**Placement by cell class**

Scale bar: 20 um. Fill, decap, tap and diode cells in grey.
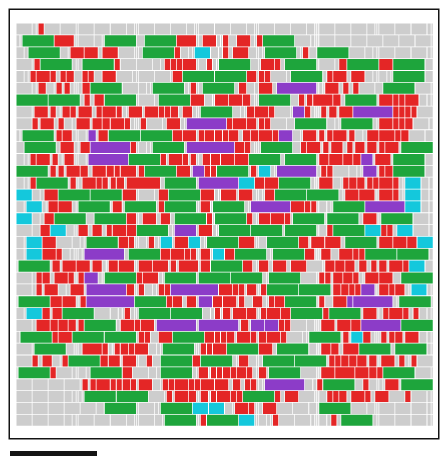
**Signal wires by layer**

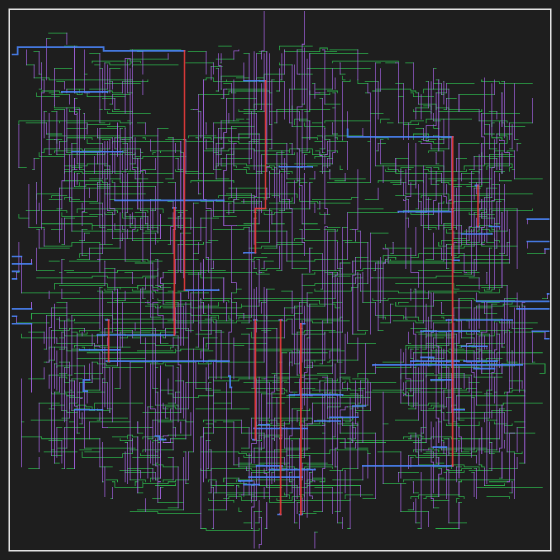
**Signal metal coverage by tile**

The die is cut into 20 by 20 equal tiles; black is low, pale yellow is high, scaled to the fullest tile. Values are wire area over tile area, all layers added.
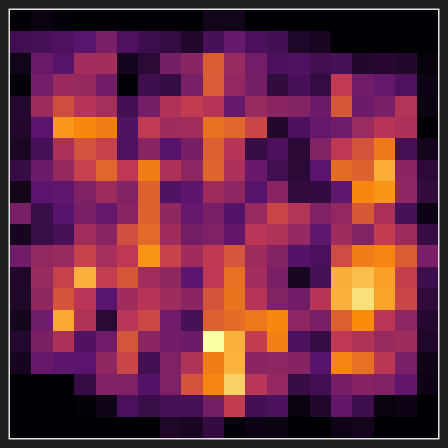
**Signal wires on met1**

Supply wires on this layer in grey.
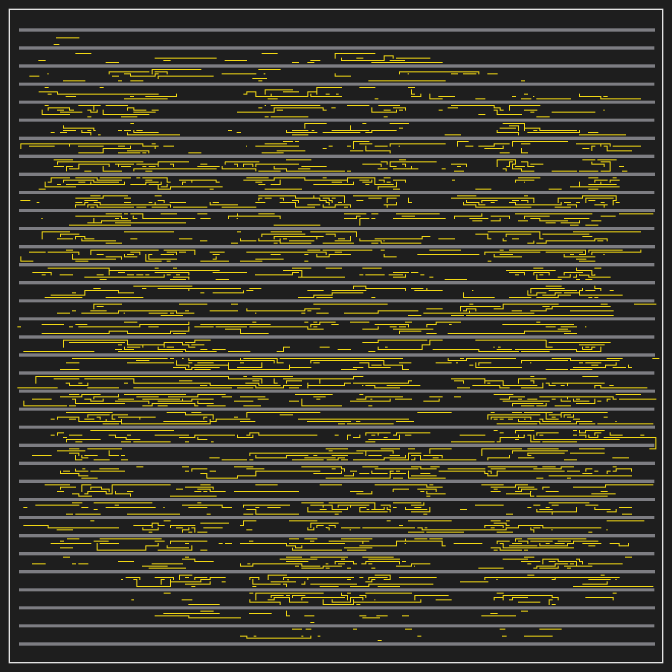
`src/rtl/switch_debouncer.sv`:
```
// ---------------------------------------------------------------------------
// switch_debouncer
//   Input conditioning for the slide-switch / select inputs ({S, sw}) that
//   feed the 3-8 decoder and breathing-LED path. Each bit is synchronised
//   with two flops and then filtered. A new level is accepted only after it
//   has persisted for DEBOUNCE_CNT consecutive cycles. Each accepted toggle
//   produces a single-cycle strobe.
//
//   Optional feature macro: SWDB_EDGE_EN adds the rise/fall strobe ports.
//
// Ports
//   clk        in   1      system clock, rising edge
//   rst        in   1      synchronous active-high reset
//   raw_in     in   WIDTH  asynchronous raw switch levels
//   sw_stable  out  WIDTH  debounced levels
//   changed    out  WIDTH  1-cycle pulse per bit on each accepted toggle
//   any_change out  1      OR of changed, same cycle
//   rise       out  WIDTH  (SWDB_EDGE_EN) 1-cycle pulse on accepted 0->1
//   fall       out  WIDTH  (SWDB_EDGE_EN) 1-cycle pulse on accepted 1->0
// ---------------------------------------------------------------------------
module switch_debouncer #(
    parameter int unsigned WIDTH        = 6,
    parameter int unsigned DEBOUNCE_CNT = 240000,
    parameter int unsigned CNT_W        = 18
) (
    input  logic             clk,
    input  logic             rst,
    input  logic [WIDTH-1:0] raw_in,
    output logic [WIDTH-1:0] sw_stable,
    output logic [WIDTH-1:0] changed,
    output logic             any_change
`ifdef SWDB_EDGE_EN
    ,
    output logic [WIDTH-1:0] rise,
    output logic [WIDTH-1:0] fall
`endif
);

    // Per-bit state is implied by whether the synchronised input disagrees
    // with the accepted level; no separate state flops are kept.
    typedef enum logic {
        ST_IDLE  = 1'b0,
        ST_COUNT = 1'b1
    } db_state_e;

    localparam logic [CNT_W-1:0] LAST_CNT = CNT_W'(DEBOUNCE_CNT - 1);

    logic [WIDTH-1:0] sync1;
    logic [WIDTH-1:0] sync2;
    logic [CNT_W-1:0] cnt     [WIDTH];
    logic [CNT_W-1:0] cnt_nxt [WIDTH];
    logic [WIDTH-1:0] stable_nxt;
    logic [WIDTH-1:0] changed_nxt;

    // Next-state: count mismatch cycles, accept on reaching the window end.
    always_comb begin
        db_state_e st;
        st          = ST_IDLE;
        stable_nxt  = sw_stable;
        changed_nxt = '0;
        for (int unsigned i = 0; i < WIDTH; i++) begin
            cnt_nxt[i] = '0;
            st = (sync2[i] != sw_stable[i]) ? ST_COUNT : ST_IDLE;
            case (st)
                ST_IDLE: begin
                    // Bounce back to the accepted level restarts the window.
                    cnt_nxt[i] = '0;
                end
                ST_COUNT: begin
                    if (cnt[i] == LAST_CNT) begin
                        stable_nxt[i]  = sync2[i];
                        changed_nxt[i] = 1'b1;
                        cnt_nxt[i]     = '0;
                    end else begin
                        cnt_nxt[i] = cnt[i] + CNT_W'(1);
                    end
                end
                default: cnt_nxt[i] = '0;
            endcase
        end
    end

    // State register: synchroniser, counters and registered outputs.
    always_ff @(posedge clk) begin
        if (rst) begin
            sync1      <= '0;
            sync2      <= '0;
            sw_stable  <= '0;
            changed    <= '0;
            any_change <= 1'b0;
`ifdef SWDB_EDGE_EN
            rise       <= '0;
            fall       <= '0;
`endif
            for (int unsigned i = 0; i < WIDTH; i++) begin
                cnt[i] <= '0;
            end
        end else begin
            sync1      <= raw_in;
            sync2      <= sync1;
            sw_stable  <= stable_nxt;
            changed    <= changed_nxt;
            any_change <= |changed_nxt;
`ifdef SWDB_EDGE_EN
            rise       <= changed_nxt & stable_nxt;
            fall       <= changed_nxt & ~stable_nxt;
`endif
            for (int unsigned i = 0; i < WIDTH; i++) begin
                cnt[i] <= cnt_nxt[i];
            end
        end
    end

endmodule
```
`config.mk`:
```
export PLATFORM = sky130hd
export DESIGN_NAME = switch_debouncer
export DESIGN_NICKNAME = d
export VERILOG_FILES = /design/src/rtl/switch_debouncer.sv
export SDC_FILE = /design/constraint.sdc
export NUM_CORES = 1
export LEC_CHECK = 0
export CORE_UTILIZATION = 60
export DETAILED_ROUTE_END_ITERATION = 8
export PLACE_DENSITY = 0.83
export SYNTH_ARGS = -nofsm -noshare
export SYNTH_HDL_FRONTEND = slang
export SYNTH_SLANG_ARGS = --single-unit
```
`constraint.sdc`:
```
create_clock -name clk -period 2.45 [get_ports clk]
set_clock_uncertainty 0.05 [all_clocks]
set_input_delay 0.6125 -clock clk [delete_from_list [all_inputs] [get_ports clk]]
set_output_delay 0.6125 -clock clk [all_outputs]
set_load 0.03 [all_outputs]
```
==> results.txt <==
The following summarizes the physical implementation.

Power and ir drop
The logic gate share of total power is 1.1%. Total power normalized to cell area comes to 742 mW/mm^2. The worst-case IR drop observed on VDD is 0.000581 V. The sequential group share of total power is 45.8%. The fraction of power spent switching nets is 21.1%.

Global routing
The wire length of the first global-routing pass is 18,800 um. The global-route congestion overflow total is 0. The pin count of the biggest net entering global routing is 19. The initial antenna violation count came to 0.

The global routing met3 resource utilization is 5.73%. The met2 layer usage reported by global route is 42.7%. The busiest metal layer after global routing is met2.

Critical path
All stages included, the depth of the critical timing path comes to 1. The endpoint identified for the worst register-to-register timing path is cnt[5][17]. The depth of the worst register-to-register path is 6. The cell with the biggest individual delay on the critical path is sky130_fd_sc_hd__clkdlybuf4s50_1. The largest driver fanout on the critical path is 3. The category of cells accounting for the largest share of critical-path delay is buffers and inverters. The worst setup path is launched from a flop. The critical path data arrival time is 1630 ps. The launch point of the worst register-to-register path is recorded as cnt[5][0].

At the worst endpoint, the required time is 1790 ps. The timing report gives the biggest stage delay along the critical path as 700 ps. The buffering stage count on the worst path with inverters included is 1.

Synthesis
Counting every net in the synthesized netlist gives 634. The share of synthesized area occupied by flip-flops and latches is 47.9%. The cell accounting for the most synthesized area is sky130_fd_sc_hd__dfxtp_1. The share of the synthesized area in the top cell type is 47.9%. For this run, the number of Yosys warnings is 0. By count the netlist is led by sky130_fd_sc_hd__nor2_1 (140), sky130_fd_sc_hd__dfxtp_1 (133), sky130_fd_sc_hd__xor2_1 (55). Of all flip-flops after synthesis, the portion carrying an async set or reset was 0%. In the synthesis report, Yosys lists the chip area as 0.00555 mm^2.

Finish
The register area is 0.00266 mm^2. The number of diodes is 0. According to the cell report, flip-flops and latches in the layout number 133. The cell class with the largest area share is logic gates. In the final layout, excluding clock inverters the inverter count is 12. Of the total standard cell area in the layout, the multi-input combinational portion is 42.7%. Per the layout area report, the combinational gate area comes to 0.00274 mm^2.

The clock buffer and inverter area fraction after layout is 9.30%. Leaving out fill and tap cells, the most frequent cell in the layout is sky130_fd_sc_hd__nor2_1. The count of fill cells added during filler insertion is 650. Per the cell usage report, the commonest logic cells after layout are sky130_fd_sc_hd__nor2_1 (140), sky130_fd_sc_hd__dfxtp_1 (133), sky130_fd_sc_hd__xor2_1 (55).

From synthesis to final layout, the design area changed by 15.6%. The clock buffers instantiated in the layout total 18.

STA
The setup violation total in the final timing report is 0. The total negative slack is 0 ps. Setup repair after global routing left no endpoint under its margin. Measured against its own limit, the worst slew margin works out to 49.8%.

Placement
The routability congestion estimate from global placement is 0.871. Detailed placement finished with a half-perimeter wire length of 6900 um.

Job
The max-cap violation count is 0.

Status
The flow ran to the end, and the final reports show no timing, DRC or antenna violations.

Clocking
The number of clock sinks came to 133. Looking at the clock tree report, the H-tree level count equals 4. The clock buffer count from CTS is 17. The number of setup buffers added after CTS is 0. The clock latency on the worst-skew pair is 520 ps.

The CTS root buffer is sky130_fd_sc_hd__clkbuf_8.

Die
After floorplanning, the die was sized to cover 0.00964 mm^2. The vertical die dimension is 98.2 um. The count of inserted tapcells is 108.

Worst hold path
The number of cells on the worst hold path is listed as 1. STA reports the tightest min-delay check as being of type flop to flop. For hold timing, the worst endpoint is sync2[2].

In this run the most critical hold path is launched from sync1[2].

Drt
The routed length on met2 is 5490 um. After detailed routing, the number of remaining DRC violations is 0. The wire length on met1 is 4800 um. After detailed routing, no signal wire sits above met4. The post-route antenna net violation count is 0.
## Picture notes: 'placement by cell class'
Green stands for registers, cells 133, share of their area 42%. Cyan stands for remaining buffers and delay cells, cells 25, share of their area 3.8%. Red stands for remaining logic cells, cells 471, share of their area 44%. Purple stands for clock drivers and dummy loads, cells 32, share of their area 9.5%.
Core Footprint: 0.00885 mm^2
final standard cell utilization of the core: 72.6%

## Picture notes: 'signal wires by layer'
Green stands for M1, wire length 4,800 um. Blue stands for M3, wire length 394 um. Purple stands for M2, wire length 5,490 um. Red stands for M4, wire length 266 um.
WL final: 11,000 um
overall routing resource usage: 24.4%
wire length per cell after detailed routing: 14.2 um
DR vias: 4,239

## Picture notes: 'signal metal coverage by tile'
21% of the tiles are over half the peak. The mean over all tiles is 0.18. 12% of the tiles are nearly empty.

## Picture notes: 'signal wires on met1'
The layer carries 4,800 um of wire. The wires run mostly horizontal. The longest straight run is 29.0 um. 627 nets have wire on it.
Global Route met1 Usage: 27.8%

sequential cells by signal (all words and copies together) (netlist names):
register,cells
sw_stable,6
changed,6
any_change,1
cnt,108
sync1,6
sync2,6
cells by family (layout without fill, tap and decap cells):
logic type | Yosys count | count (layout) | share of synthesized area [%]
AND-OR/OR-AND | 4 | 4 | 0.496
flip-flops | 133 | 133 | 47.9
XOR/XNOR | 101 | 101 | 15.9
buffers and inverters | 28 | 69 | 2.70
AND/OR/NAND/NOR | 342 | 342 | 30.5
multiplexers | 6 | 6 | 1.08
adder cells (fa/ha/maj) | 6 | 6 | 1.35
per-stage QoR:
step | hold slack (ps) | cell area [um^2] | utilization, % | std cells | setup slack, ps
after floorplan | 361 | 5550 | - | 620 | 608
after global placement | 367 | 5820 | 65.8 | 737 | 37.2
after detailed placement | 376 | 5820 | 65.8 | 737 | -56.0
after CTS | 395 | 6420 | 72.5 | 769 | 133
after global routing | 414 | 6420 | 72.6 | 769 | 111
final | 389 | 6420 | 72.6 | 769 | 156
power by group through the flow:
stage,clock [W],sequential (W),combinational [W]
floorplan,0,0.00223,0.0000353
global placement,0,0.00223,0.0000502
detailed placement,0,0.00223,0.0000522
CTS,0.00257,0.00218,0.0000527
global route,0.00266,0.00218,0.0000582
finish,0.00253,0.00218,0.0000523
worst max path at each step:
| stage | start | endpoint | slack [ps] |
|---|---|---|---|
| 2_1_floorplan | rst | any_change | 610 |
| 3_3_place_gp | rst | cnt[1][7] | 40 |
| 3_5_place_dp | rst | cnt[1][9] | -60 |
| 4_1_cts | sw_stable[1] | sw_stable[1] | 130 |
| 5_1_grt | sw_stable[3] | sw_stable[3] | 110 |
| 6_report | sw_stable[1] | sw_stable[1] | 160 |
No activity file was given, so power comes from the tool's default toggle rates.
